## src/rtl/seq_mag_comparator.sv

```systemverilog
// seq_mag_comparator: digit-serial magnitude comparator of operand P against a
// stored reference Q, MSB digit first, with active-low device-style results.
// Optional build macro: SEQ_CMP_EARLY_EXIT_EN (stop the scan at the first
// unequal digit instead of always scanning all NDIG digits).
module seq_mag_comparator #(
  parameter int unsigned WIDTH  = 16,
  parameter int unsigned DIGIT  = 4,
  parameter int unsigned SIGNED = 0
) (
  input  logic             clk,
  input  logic             rst,
  input  logic             q_load,
  input  logic [WIDTH-1:0] q_in,
  input  logic             start,
  input  logic [WIDTH-1:0] p_in,
  output logic             busy,
  output logic             done,
  output logic             p_eq_q_n,
  output logic             p_gt_q_n,
  output logic             p_lt_q_n
);

  localparam int unsigned NDIG = WIDTH / DIGIT;
  localparam int unsigned IDXW = (NDIG > 1) ? $clog2(NDIG) : 1;
  localparam logic [IDXW-1:0] IDX_TOP = IDXW'(NDIG - 1);

  localparam logic [0:0] S_IDLE = 1'b0;
  localparam logic [0:0] S_RUN  = 1'b1;

  logic [0:0]       r_state, w_state;
  logic [WIDTH-1:0] r_q, w_q;
  logic [WIDTH-1:0] r_p, w_p;
  logic [IDXW-1:0]  r_idx, w_idx;
  logic             r_busy, w_busy;
  logic             r_done, w_done;
  logic             r_eq_n, w_eq_n;
  logic             r_gt_n, w_gt_n;
  logic             r_lt_n, w_lt_n;
  logic             r_dec_gt, w_dec_gt_nx;
  logic             r_dec_lt, w_dec_lt_nx;

  logic [DIGIT-1:0] w_p_dig;
  logic [DIGIT-1:0] w_q_dig;
  logic             w_dig_gt;
  logic             w_dig_lt;
  logic             w_res_gt;
  logic             w_res_lt;
  logic             w_finish;

  // Select the current digit of P and Q; signed mode biases the top digit
  always_comb begin
    w_p_dig = '0;
    w_q_dig = '0;
    for (int i = 0; i < int'(NDIG); i++) begin
      if (r_idx == IDXW'(i)) begin
        w_p_dig = r_p[i*DIGIT +: DIGIT];
        w_q_dig = r_q[i*DIGIT +: DIGIT];
      end
    end
    if ((SIGNED != 0) && (r_idx == IDX_TOP)) begin
      w_p_dig[DIGIT-1] = ~w_p_dig[DIGIT-1];
      w_q_dig[DIGIT-1] = ~w_q_dig[DIGIT-1];
    end
  end

  // Digit compare merged with any decision already latched from a higher digit
  always_comb begin
    w_dig_gt = (w_p_dig > w_q_dig);
    w_dig_lt = (w_p_dig < w_q_dig);
    w_res_gt = r_dec_gt | (~r_dec_gt & ~r_dec_lt & w_dig_gt);
    w_res_lt = r_dec_lt | (~r_dec_gt & ~r_dec_lt & w_dig_lt);
`ifdef SEQ_CMP_EARLY_EXIT_EN
    w_finish = (r_idx == '0) | w_dig_gt | w_dig_lt;
`else
    w_finish = (r_idx == '0);
`endif
  end

  // Next-state and next-output logic
  always_comb begin
    w_state     = r_state;
    w_q         = r_q;
    w_p         = r_p;
    w_idx       = r_idx;
    w_busy      = r_busy;
    w_done      = 1'b0;
    w_eq_n      = r_eq_n;
    w_gt_n      = r_gt_n;
    w_lt_n      = r_lt_n;
    w_dec_gt_nx = r_dec_gt;
    w_dec_lt_nx = r_dec_lt;
    case (r_state)
      S_IDLE: begin
        if (q_load) begin
          w_q = q_in;
        end
        if (start) begin
          w_p         = p_in;
          w_idx       = IDX_TOP;
          w_busy      = 1'b1;
          w_dec_gt_nx = 1'b0;
          w_dec_lt_nx = 1'b0;
          w_state     = S_RUN;
        end
      end
      S_RUN: begin
        w_dec_gt_nx = w_res_gt;
        w_dec_lt_nx = w_res_lt;
        if (w_finish) begin
          w_state = S_IDLE;
          w_busy  = 1'b0;
          w_done  = 1'b1;
          w_idx   = IDX_TOP;
          w_gt_n  = ~w_res_gt;
          w_lt_n  = ~w_res_lt;
          w_eq_n  = w_res_gt | w_res_lt;
        end else begin
          w_idx = r_idx - 1'b1;
        end
      end
      default: begin
        w_state = S_IDLE;
      end
    endcase
  end

  // State and datapath registers with synchronous reset
  always_ff @(posedge clk) begin
    if (rst) begin
      r_state  <= S_IDLE;
      r_q      <= '0;
      r_p      <= '0;
      r_idx    <= IDX_TOP;
      r_busy   <= 1'b0;
      r_done   <= 1'b0;
      r_eq_n   <= 1'b1;
      r_gt_n   <= 1'b1;
      r_lt_n   <= 1'b1;
      r_dec_gt <= 1'b0;
      r_dec_lt <= 1'b0;
    end else begin
      r_state  <= w_state;
      r_q      <= w_q;
      r_p      <= w_p;
      r_idx    <= w_idx;
      r_busy   <= w_busy;
      r_done   <= w_done;
      r_eq_n   <= w_eq_n;
      r_gt_n   <= w_gt_n;
      r_lt_n   <= w_lt_n;
      r_dec_gt <= w_dec_gt_nx;
      r_dec_lt <= w_dec_lt_nx;
    end
  end

  assign busy     = r_busy;
  assign done     = r_done;
  assign p_eq_q_n = r_eq_n;
  assign p_gt_q_n = r_gt_n;
  assign p_lt_q_n = r_lt_n;

endmodule

```

## config.mk

```make
export PLATFORM = sky130hd
export DESIGN_NAME = seq_mag_comparator
export DESIGN_NICKNAME = d
export VERILOG_FILES = /design/src/rtl/seq_mag_comparator.sv
export SDC_FILE = /design/constraint.sdc
export NUM_CORES = 1
export LEC_CHECK = 0
export ABC_CLOCK_PERIOD_IN_PS = 2600
export CORE_ASPECT_RATIO = 0.6
export CORE_MARGIN = 2
export CORE_UTILIZATION = 50
export CTS_BUF_LIST = sky130_fd_sc_hd__clkbuf_16
export DETAILED_ROUTE_END_ITERATION = 16
export GPL_TIMING_DRIVEN = 0
export PLACE_DENSITY = 0.85
export REMOVE_ABC_BUFFERS = 1
export SLEW_MARGIN = 10
export SYNTH_ARGS = -nofsm -noshare
export SYNTH_HDL_FRONTEND = slang
export SYNTH_SLANG_ARGS = --single-unit
```

## constraint.sdc

```tcl
create_clock -name clk -period 2.6 [get_ports clk]
set_input_delay 0.26 -clock clk [delete_from_list [all_inputs] [get_ports clk]]
set_output_delay 0.26 -clock clk [all_outputs]
set_load 0.03 [all_outputs]
```

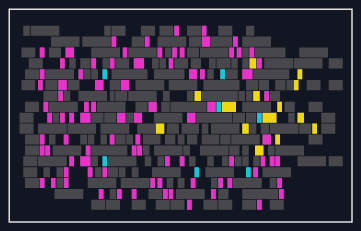
**Above:** selected gate families.
Scale: 4 px per um.
Key: inverters = cyan [cells 7]; NOR gates = yellow [cells 14, where right middle]; NAND gates = magenta [cells 84, where widely spread]

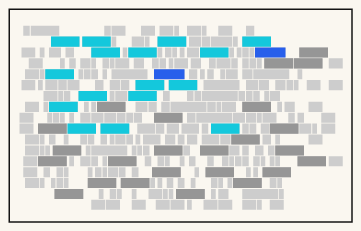
**Above:** where the registers sit.
Scale: 4 px per um. Other sequential cells in the stronger gray, the rest of the logic in the fainter gray.
Key: r_idx = blue [sequential cells 2]; r_p = cyan [sequential cells 16]
Another 24 sequential cells are not colored.
utilization after layout: 69.0%
sequential share of cell area: 32.7%

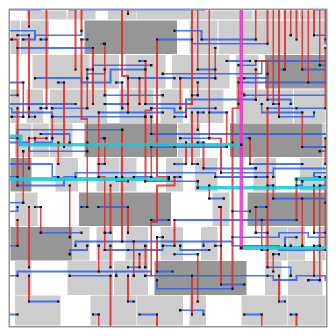
**Above:** zoomed window.
Region (30, 3) to (55, 28) um. Cells in gray, sequential cells in the stronger gray; small squares are vias.
Key: met3 = cyan; met2 = red; met4 = magenta; met1 = blue
Netlist names of flops here include r_q (6). Most frequent: nand2_1 (15), a21oi_1 (11), dfxtp_1 (8). 56 logic cells have their middle in the window. Sequential cells in the window: 8.

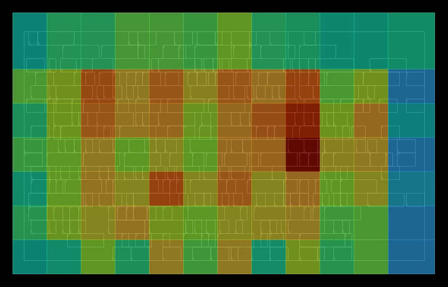
**Above:** track usage over the die.
average routed wire per standard cell: 13.1 um
fraction of met2 tracks used by global routing: 35.5%
routing usage on met1: 25.9%

==> results_dict.tcl <==
# flow metrics
set metrics [dict create \
    outcome "completed" \
    vias_per_cell 5.40 \
    fin_worst_skew_ps 5.80 \
    drt_drc_violations_left 0 \
    cts-root-buf "clkbuf_16" \
    ys_area_um2 1980 \
    worstSetupStartpointType "register" \
    placedCellCount 321 \
    final-seq-area_um2 843 \
    number_of_buffers_on_the_longest_clock_path 2 \
    rows 17 \
    cts.clk_slew.worst_paths_ps 60 \
    synth-xor-area-share_pct 0 \
    area.growth.synth_to_final_pct 30.2 \
    worstReg2RegEnd "r_dec_gt" \
    drt-initial-drc-count 127 \
    ios 41 \
    numPortBuffers 40 \
    synth_top_cell_by_area "dfxtp_1" \
    layout.area.comb_um2 1040 \
    worstPathMaxFanout 13 \
    antenna_violations_before_repair 0 \
    r2r_slack_ps 130 \
    die_area_um2 4500 \
    warnings 28 \
    final.fill_count 307 \
    slew-limit-headroom_pct 36.4 \
    layout.sequential_cells 42 \
    worst_ep_required_time_ps 2770 \
    critical_path.slowest_cell "dfxtp_2" \
    floorplan.core_util_pct 53.0 \
    postSynth.asyncResetShare_pct 0 \
    r2r-start "r_idx[1]" \
    p_leak_uw 0.000944 \
    clock_area_share_pct 5.52 \
    enable_flop_cells 0 \
    final_period_minus_worst_setup_slack_ps 2470 \
    antenna_cells 0 \
    via_count 1815 \
    synthesized_flop_and_latch_total 42 \
    setup.worst_path.start "r_idx[1]" \
    first_pass_detailed_route_iteration_total 4 \
    timing.reg2reg.worst_path_depth 11 \
    core_area_um2 3740 \
    dpl.hpwl_um 2860 \
    synthesis.area_per_instance_um2 7.87 \
    tritoncts_clock_tree "built" \
    hold_class "input port to register" \
    maximum_number_of_pins_on_one_net_before_global_route_repair 46 \
    fin_cells 336 \
    synth.area.top_cells "dfxtp_1, nand2_1, a21oi_1" \
    clock.fmax_mhz 405 \
    mux_area_share_pct 0 \
    cts.htree.levels 2 \
    non_clock_buffer_count 48 \
    ys_seq_share_pct 42.4 \
    largestRegisters "r_p (16), r_q (16), r_idx (2)" \
    final_hold_violation_tally 0 \
    finalSetupViolCount 0 \
    worst_setup_path_endpoint "r_dec_gt" \
    clock_sinks 42 \
    worstSkewPairLatency_ps 290 \
    yosys.cell_types.count 31 \
    yosys.area.top_type_share_pct 42.4 \
    synth_adder_area_share_pct 5.05 \
    synth_cells 252 \
    syn-cell-area_um2 1980 \
    worst-slew-pin-transition_ps 953 \
    power.ir.vdd_worst_uv 450 \
    cp_slowest_stage_delay_ps 380 \
    first_global_vias 1651 \
    detail-route-antenna-nets 0 \
    grt_first_pass_wirelength_um 7290 \
    tns_ps 0 \
    number_of_nets_in_the_layout 332 \
    comb.multi_input.count 184 \
    ys_top_logic_family "simple AND/OR/NAND/NOR gates" \
    die_height_um 52.8 \
    common_cells "nand2_1, a21oi_1, dfxtp_1" \
    cts_hold_buf 0 \
    yosys_warnings 0 \
    die-width_um 85.3 \
    max_cap_violations 0 \
    n_tap_cell 47 \
    synth.yosys.num_cells 252 \
    critPathMostFrequentCell "a21oi_1" \
    comb_area_share_pct 40.4 \
    track_usage_pct 21.2 \
    total_routed_length_um 4390 \
    finalClockPeriodUsage_pct 94.9 \
]
[repair_timing]
action / CTS / global route
pin swaps: 0 / 3
endpoints found under the setup margin: 4 / 4
buffers inserted: 0 / 7
gates resized: 3 / 8
endpoints found under the hold margin: 0 / 0
[worst max-delay path: cells and delay by family (launching register included)]
kind / cells / cell delay, ps
adders and majority gates: 2 / 480
buffers and inverters: 1 / 120
DFF: 1 / 380
AOI/OAI and AO/OA: 6 / 1070
and+or+nand+nor: 2 / 300
[placed cells by master (no fill, tap or decap), types with 3 or more instances in the layout]
master / n
nand2_1: 68
a21oi_1: 45
dfxtp_1: 40
clkdlybuf4s50_1: 39
a21oi_2: 10
nand2_2: 9
inv_1: 8
buf_4: 7
o21ai_0: 5
nor3_1: 5
nor2_1: 5
clkbuf_16: 5
nand3b_1: 4
a22oi_1: 4
ha_1: 4
o21ai_1: 3
nand2b_1: 3
ha_4: 3
[worst min-delay path by stage]
stage	to	slack (ps)	cells past startpoint	startpoint
after floorplan	r_p[0]	320	1	rst
after global placement	r_p[3]	440	2	r_p[3]
after detailed placement	r_q[9]	450	2	r_q[9]
after CTS	r_p[8]	390	3	rst
after global routing	r_p[9]	400	3	rst
final	r_p[0]	390	3	rst
[report_power, final]
group          total (uW)  internal, uW  switching, uW
Sequential            707           681           25.9
Clock                 600           352            248
Combinational         258           126            133
Total                1570          1160            407
[layer usage]
layer	wire (um)	global-route usage, %
met1	2060	25.9
met2	2010	35.5
met3	292	8.66
met4	34	4.50
met5	0	0
[metrics by stage]
step                      hold slack (ps)  worst slack [ps]  cell area (um2)  utilization, %  power (uW)
after floorplan                       322               357             1870               -         840
after global placement                443              5.37             2330            62.1         938
after detailed placement              448              -102             2340            62.5         949
after CTS                             390              19.0             2490            66.5        1540
after global routing                  401             -62.8             2580            69.0        1640
final                                 386               132             2580            69.0        1570
Power is estimated from default activity; no workload was simulated.
